### src/rtl/ftdi_reg_bridge.sv
// Register-access command bridge between the FTDI byte controller and an
// internal register bus; read replies go back out over the TX handshake.
module ftdi_reg_bridge #(
  parameter int TIMEOUT_CYCLES = 1000,
  parameter int TX_HOLD_CYCLES = 12
) (
  input  logic       in_clk,
  input  logic       in_rst_n,
  input  logic       in_rx_me_rdy,
  input  logic [7:0] in_rx_data,
  output logic       out_rx_cons_rdy,
  output logic       out_rx_ena,
  output logic       out_tx_data_rdy,
  input  logic       in_tx_me_rdy,
  output logic [7:0] out_tx_data,
  output logic [6:0] out_reg_addr,
  output logic [7:0] out_reg_wdata,
  output logic       out_reg_we,
  output logic       out_reg_re,
  input  logic [7:0] in_reg_rdata,
  output logic [7:0] out_err_cnt,
  output logic       out_busy
);

  localparam int TW = $clog2(TIMEOUT_CYCLES + 1);
  localparam int HW = $clog2(TX_HOLD_CYCLES + 1);

  typedef enum logic [2:0] {
    S_IDLE,
    S_RX_ACK,
    S_WAIT_DATA,
    S_REG_WR,
    S_REG_RD,
    S_RD_CAP,
    S_TX_REQ,
    S_TX_HOLD
  } state_t;

  state_t          r_state;
  state_t          w_next;
  logic [7:0]      r_cmd;
  logic [7:0]      r_wdata;
  logic [7:0]      r_tx_data;
  logic [7:0]      r_err_cnt;
  logic            r_second;
  logic [TW-1:0]   r_to_cnt;
  logic [HW-1:0]   r_hold_cnt;
  logic            w_to_hit;
  logic            w_hold_done;

  assign w_to_hit    = (r_to_cnt == TW'(TIMEOUT_CYCLES - 1));
  assign w_hold_done = (r_hold_cnt == HW'(TX_HOLD_CYCLES - 1));

  always_comb begin
    w_next          = r_state;
    out_rx_cons_rdy = 1'b0;
    out_rx_ena      = 1'b1;
    out_tx_data_rdy = 1'b0;
    out_reg_we      = 1'b0;
    out_reg_re      = 1'b0;
    unique case (r_state)
      S_IDLE: begin
        if (in_rx_me_rdy) w_next = S_RX_ACK;
      end
      S_RX_ACK: begin
        out_rx_cons_rdy = 1'b1;
        // a latched read command must block the next RX until the reply
        out_rx_ena      = r_cmd[7];
        if (!in_rx_me_rdy) begin
          if (r_second)      w_next = S_REG_WR;
          else if (r_cmd[7]) w_next = S_WAIT_DATA;
          else               w_next = S_REG_RD;
        end
      end
      S_WAIT_DATA: begin
        if (in_rx_me_rdy)  w_next = S_RX_ACK;
        else if (w_to_hit) w_next = S_IDLE;
      end
      S_REG_WR: begin
        out_reg_we = 1'b1;
        w_next     = S_IDLE;
      end
      S_REG_RD: begin
        out_reg_re = 1'b1;
        out_rx_ena = 1'b0;
        w_next     = S_RD_CAP;
      end
      S_RD_CAP: begin
        out_rx_ena = 1'b0;
        w_next     = S_TX_REQ;
      end
      S_TX_REQ: begin
        out_rx_ena      = 1'b0;
        out_tx_data_rdy = 1'b1;
        if (in_tx_me_rdy) w_next = S_TX_HOLD;
      end
      S_TX_HOLD: begin
        out_rx_ena = 1'b0;
        if (w_hold_done) w_next = S_IDLE;
      end
      default: w_next = S_IDLE;
    endcase
  end

  always_ff @(posedge in_clk or negedge in_rst_n) begin
    if (!in_rst_n) begin
      r_state    <= S_IDLE;
      r_cmd      <= '0;
      r_wdata    <= '0;
      r_tx_data  <= '0;
      r_err_cnt  <= '0;
      r_second   <= 1'b0;
      r_to_cnt   <= '0;
      r_hold_cnt <= '0;
    end else begin
      r_state <= w_next;
      case (r_state)
        S_IDLE: begin
          if (in_rx_me_rdy) begin
            r_cmd    <= in_rx_data;
            r_second <= 1'b0;
          end
        end
        S_RX_ACK: r_to_cnt <= '0;
        S_WAIT_DATA: begin
          if (in_rx_me_rdy) begin
            r_wdata  <= in_rx_data;
            r_second <= 1'b1;
          end else if (w_to_hit) begin
            if (r_err_cnt != 8'hFF) r_err_cnt <= r_err_cnt + 8'd1;
          end else begin
            r_to_cnt <= r_to_cnt + TW'(1);
          end
        end
        S_REG_WR:  r_second   <= 1'b0;
        S_RD_CAP:  r_tx_data  <= in_reg_rdata;
        S_TX_REQ:  r_hold_cnt <= '0;
        S_TX_HOLD: r_hold_cnt <= r_hold_cnt + HW'(1);
        default: ;
      endcase
    end
  end

  assign out_tx_data   = r_tx_data;
  assign out_reg_addr  = r_cmd[6:0];
  assign out_reg_wdata = r_wdata;
  assign out_err_cnt   = r_err_cnt;
  assign out_busy      = (r_state != S_IDLE);

endmodule
### config.mk
export PLATFORM = sky130hd
export DESIGN_NAME = ftdi_reg_bridge
export DESIGN_NICKNAME = d
export VERILOG_FILES = /design/src/rtl/ftdi_reg_bridge.sv
export SDC_FILE = /design/constraint.sdc
export NUM_CORES = 1
export LEC_CHECK = 0
export CORE_MARGIN = 2
export CORE_UTILIZATION = 31
export CTS_CLUSTER_DIAMETER = 150
export DETAILED_ROUTE_END_ITERATION = 7
export PLACE_DENSITY_LB_ADDON = 0.2
export SYNTH_ARGS = -nofsm -noshare
export SYNTH_HDL_FRONTEND = slang
export SYNTH_SLANG_ARGS = --single-unit
### constraint.sdc
create_clock -name in_clk -period 3.2 [get_ports in_clk]
set_clock_uncertainty 0.2 [all_clocks]
set_input_delay 0.64 -clock in_clk [delete_from_list [all_inputs] [get_ports in_clk]]
set_output_delay 0.64 -clock in_clk [all_outputs]
set_load 0.03 [all_outputs]
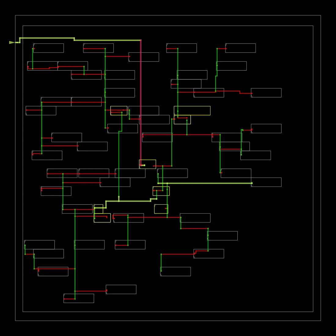
Figure 1: run 1, clock routing.
clock buffer instance count of the final layout: 5
clk pwr: 0.470 mW
number of clock sinks seen by CTS: 50
number of buffers created by CTS: 5
clk ins delay skew pair: 0.31 ns

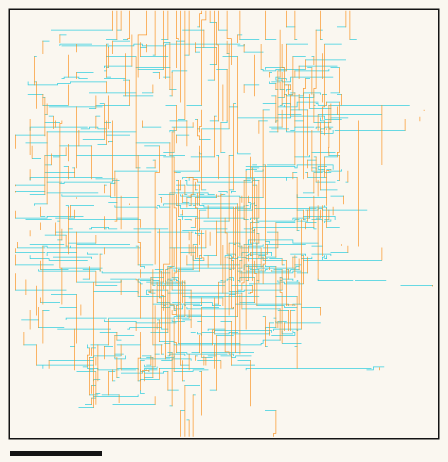
Figure 2: run 1, wiring by layer.
Bar = 20 um. Two of the layers only.
legend:
  orange:
    layer: M2
    wire_length: 2640 um
  cyan:
    layer: M1
    wire_length: 2530 um
vias after detailed routing: 1907
average wire per cell in the routed design: 14.36 um
gr usage total: 0.1379

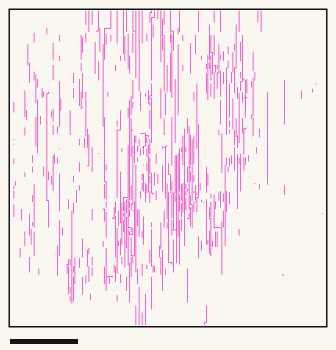
Figure 3: run 1, the metal 2 layer.
Bar = 20 um.
share of all routed wire: 48%
longest straight run: 34.3 um
main direction: vertical
nets with wire on the layer: 270
wire length on this layer: 2640 um
global-route track usage on met2: 0.2180
wire length after detailed routing: 5514 um

==> impl_metrics.xml, run 1 <==
<?xml version="1.0" encoding="UTF-8"?>
<metrics>
  <group name="outcome">
    <metric name="status" unit="">finished clean</metric>
  </group>
  <group name="detailed_routing">
    <metric name="met3WireLength" unit="um">305</metric>
  </group>
  <group name="synthesis">
    <metric name="synth_area_leader_cell" unit="">sky130_fd_sc_hd__dfrtp_1</metric>
    <metric name="synth-warning-count" unit="">0</metric>
    <metric name="yosys.stat.seqShare" unit="">0.5102</metric>
    <metric name="synthesis.nets" unit="">250</metric>
    <metric name="yosys_cells" unit="">227</metric>
  </group>
  <group name="final_timing">
    <metric name="unrepaired_setup_endpoints_after_global_routing" unit="">no</metric>
    <metric name="finalWorstPathRequiredPeriod" unit="ns">2.974</metric>
    <metric name="post-route-period-util" unit="">0.9295</metric>
  </group>
  <group name="power">
    <metric name="power.net_switching" unit="mW">1.225</metric>
  </group>
  <group name="cells_and_area">
    <metric name="seq-cell-share" unit="">0.3894</metric>
    <metric name="layout.cells.most_common" unit="">sky130_fd_sc_hd__clkdlybuf4s50_1</metric>
    <metric name="dominant_cells" unit="">registers</metric>
    <metric name="layout.non_clock_inverters" unit="">5</metric>
    <metric name="postLayoutCoreUtil" unit="">0.4180</metric>
    <metric name="layout.cells.non_filler" unit="">384</metric>
  </group>
  <group name="global_route">
    <metric name="grt_util_met3" unit="">0.03824</metric>
  </group>
  <group name="floorplanning">
    <metric name="rows" unit="">32</metric>
  </group>
  <group name="setup_path">
    <metric name="endpoint_of_the_most_critical_setup_path" unit="">out_rx_ena</metric>
    <metric name="worst-path-stages" unit="">4</metric>
    <metric name="critical-path-max-stage-delay" unit="ns">0.70</metric>
  </group>
</metrics>
Figure 4. Signal wires on met3 (run 1).
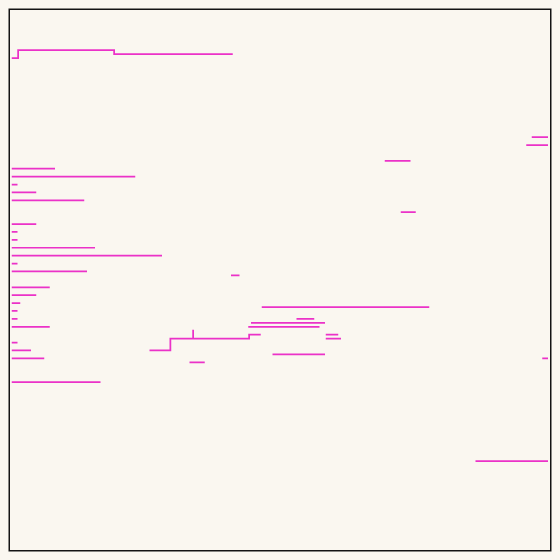

==> run 1 -> run 2 <==
Settings changed: GPL_TIMING_DRIVEN set to 0.
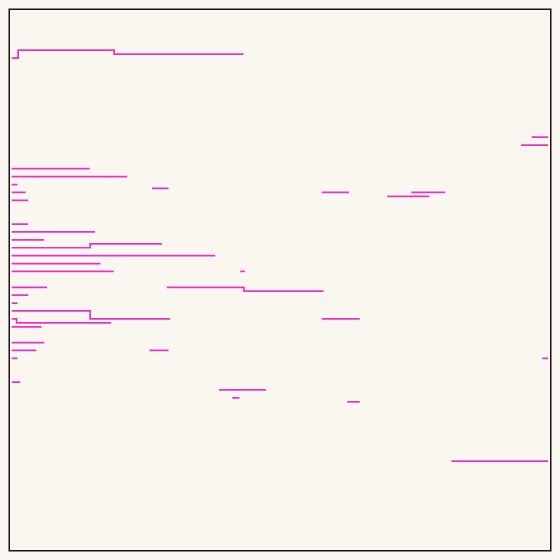
Figure 5: run 2, signal wires on met3.
nets with wire on the layer: 33
main direction: horizontal
longest straight run: 34.7 um
vias after detailed routing: 1933
met3 routing resource usage after global routing: 0.04312
wire length after detailed routing: 5541 um

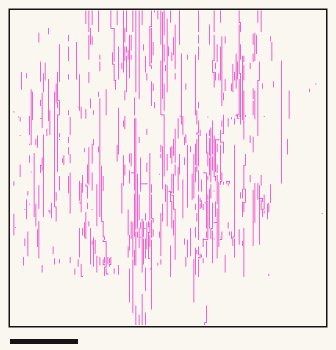
Figure 6: run 2, the metal 2 layer.
Bar = 20 um.
longest straight run: 36.0 um
wire length on this layer: 2600 um
main direction: vertical
nets with wire on the layer: 271
share of all routed wire: 47%
global-route track usage on met2: 0.2168

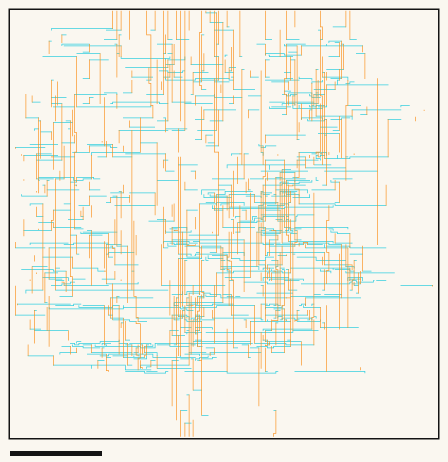
Figure 7: run 2, wiring by layer.
Bar = 20 um. Two of the layers only.
legend:
  orange:
    layer: M2
    wire_length: 2600 um
  cyan:
    layer: M1
    wire_length: 2490 um
average wire per cell in the routed design: 14.06 um
gr usage total: 0.1378

==> run 2 against run 1 <==
Utilization grew 0.49 points; cell count grew 2.6%; register-to-register slack gained 0.08 ns; clock-buffer cell count is the same; highest routed layer unchanged; sequential share of layout area shrank 0.45 points; critical endpoint is now out_rx_cons_rdy; first-iteration DRC count shrank 10%; largest cell class unchanged; sequential cell count is the same; synthesized cell count is the same; largest power group unchanged.
==> impl_metrics.xml, run 2 <==
<?xml version="1.0" encoding="UTF-8"?>
<metrics>
  <group name="power">
    <metric name="power.clock.total" unit="mW">0.388</metric>
  </group>
  <group name="cells_and_area">
    <metric name="final.clkbuf_count" unit="">5</metric>
    <metric name="layout.cells.most_common" unit="">sky130_fd_sc_hd__clkdlybuf4s50_1</metric>
    <metric name="layout.non_clock_inverters" unit="">5</metric>
    <metric name="dominant_cells" unit="">registers</metric>
  </group>
  <group name="synthesis">
    <metric name="synth-warning-count" unit="">0</metric>
    <metric name="synth_area_leader_cell" unit="">sky130_fd_sc_hd__dfrtp_1</metric>
    <metric name="yosys.stat.seqShare" unit="">0.5102</metric>
  </group>
  <group name="setup_path">
    <metric name="endpoint_of_the_most_critical_setup_path" unit="">out_rx_cons_rdy</metric>
    <metric name="reg2regPathDepth" unit="">5</metric>
    <metric name="critical-path-max-stage-delay" unit="ns">0.66</metric>
    <metric name="worst-path-stages" unit="">6</metric>
  </group>
  <group name="clock_network">
    <metric name="cts.sink_count" unit="">50</metric>
    <metric name="insertion_delay" unit="ns">0.31</metric>
    <metric name="number_of_buffers_created_by_cts" unit="">5</metric>
  </group>
  <group name="floorplanning">
    <metric name="rows" unit="">32</metric>
  </group>
  <group name="final_timing">
    <metric name="unrepaired_setup_endpoints_after_global_routing" unit="">no</metric>
    <metric name="fmax" unit="GHz">0.3371</metric>
    <metric name="max_slew.worst_pin.slew" unit="ns">1.234</metric>
    <metric name="finalWorstPathRequiredPeriod" unit="ns">2.966</metric>
    <metric name="post-route-period-util" unit="">0.9270</metric>
  </group>
  <group name="detailed_routing">
    <metric name="met3WireLength" unit="um">355</metric>
  </group>
  <group name="outcome">
    <metric name="status" unit="">finished clean</metric>
  </group>
</metrics>
Power and IR drop assume default switching activity.
